Design logic_gate_n, sky130hd; sources not shown.
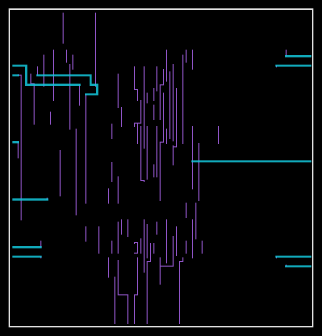
**Above:** signal wires by layer.
Only two layers are drawn.
color	layer	wire length
cyan	M3	72.4 µm
purple	M2	410 µm
DR WL/cell: 8.802 µm
Post-Route WL: 845 µm

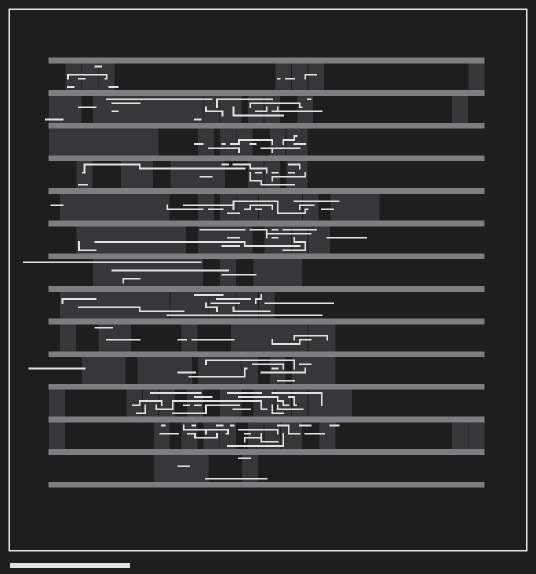
**Above:** metal 1.
Bar = 10 µm. Supply wires on this layer in gray. Cells faint in the background.
nets with wire on the layer	79
longest straight run	14.7 µm
M1 GR Usage: 12.07%
vias: 411

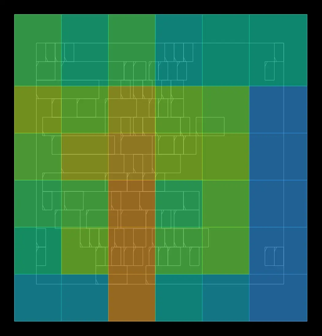
**Above:** track usage over the die.
met2 Usage GRT: 17.96%
gr usage total: 11.15%

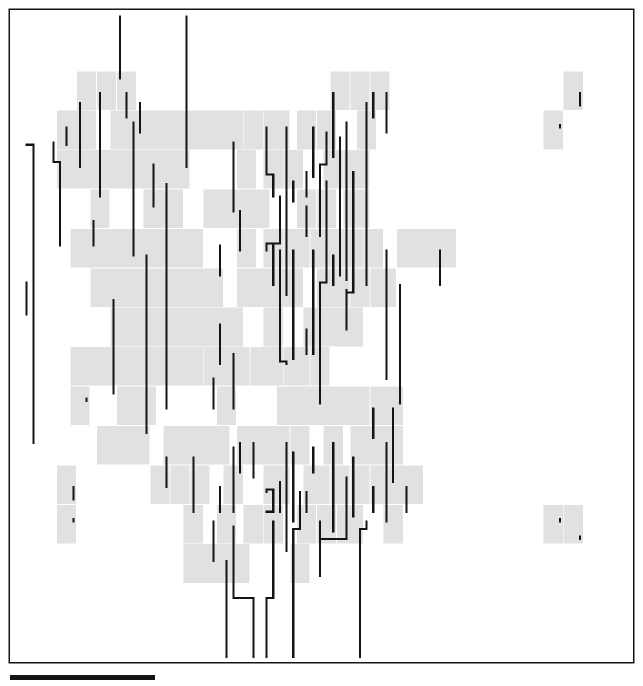
**Above:** M2 wires.
Bar = 10 µm. Cells faint in the background.
nets with wire on the layer	66
main direction	vertical

==> impl_metrics.json <==
{
  "post_cts.repair.setup_buffers": 0,
  "clock-sinks": 6,
  "power_density_nw_per_um2": 872.1,
  "comb_cells": 52,
  "rows": 13,
  "switchingPower_mw": 0.2284,
  "postSynthCellCount": 78,
  "p_int_mw": 0.2779,
  "synthXorXnorAreaFrac_pct": 0,
  "pwr-share-clk_pct": 15.2,
  "grt.busiest_layer": "met2",
  "synth-async-reset-ratio_pct": 100.0,
  "met3_usage_pct": 3.187,
  "path_common_cell": "nand2_1",
  "syn_avg_cell_area_um2": 7.218,
  "slowest_delay_ns": 0.29,
  "setup_tns_ns": 0,
  "finalSetupViolations": 0,
  "synth-edff-count": 0,
  "period_needed_ns": 1.503,
  "drv_cap": 0,
  "port_buffers": 0,
  "finalHoldViolations": 0,
  "synthTopLogicFamily": "simple AND/OR/NAND/NOR gates",
  "grt-ovfl-total": 0,
  "rr_worst_depth": 7,
  "max_freq_ghz": 0.6652,
  "final_area_um2": 580.6,
  "mostFrequentLayoutCells": "19 x nand2_1, 17 x inv_1, 8 x nand3_1, 8 x conb_1, 6 x dfrtp_1",
  "rsz0062_at_grt": "no",
  "drt_first_pass_iters": 3,
  "post_cts_resized": 0,
  "insertion_delay_ns": 0.24,
  "cp.arrival_ns": 1.68,
  "fin_worst_skew_ns": 0.001243,
  "finalMaxSlewViolations": 0,
  "fp_util_pct": 43.82,
  "seq_area_share_pct": 25.86,
  "postSynthSeqShare_pct": 26.67,
  "htree_levels": 1,
  "synth-adder-area-share_pct": 8.889,
  "end_kind": "flop",
  "finalNonFillerCells": 96,
  "slowest_stage": "ha_1",
  "fin_nets": 95,
  "outcome": "finished clean",
  "reg2reg_slack_ns": 1.50,
  "critPathMaxFanout": 4,
  "ys_sh_aoi_pct": 2.444,
  "cts-root-buf": "clkbuf_4",
  "ys_ff": 6,
  "dp_slack_ns": 0.9484,
  "highest_layer": "met3",
  "log.warning_count": 29,
  "crit_family": "simple AND/OR/NAND/NOR gates",
  "routed_via_density": 4.281,
  "die_h_um": 45,
  "path_cells": "inv_1, ha_1, inv_1, nand2_1, nand3_2, nand3_2, nand2_2, nand2_4, nand2_4, nand3_2, nand2_1, nand2_1, nand2_1",
  "nNonClkBuffers": 1,
  "grt_pass1_vias": 400,
  "non_clock_inverter_count": 19,
  "power_frac_comb_pct": 50.4,
  "powerSeq_mw": 0.174,
  "worst-setup-path-type": "input port to flop",
  "drc_errors": 0,
  "m1WireLength_um": 363,
  "area.share.combinational_pct": 53.02,
  "clk-power_mw": 0.0769,
  "ys_top_cells_by_area": "dfrtp_1 27%, nand2_1 13%, inv_1 11%",
  "crit_required_ns": 2.87,
  "total_power_mw": 0.5063,
  "antenna_found_initial": 0
}
No activity file was given, so power comes from the tool's default toggle rates.
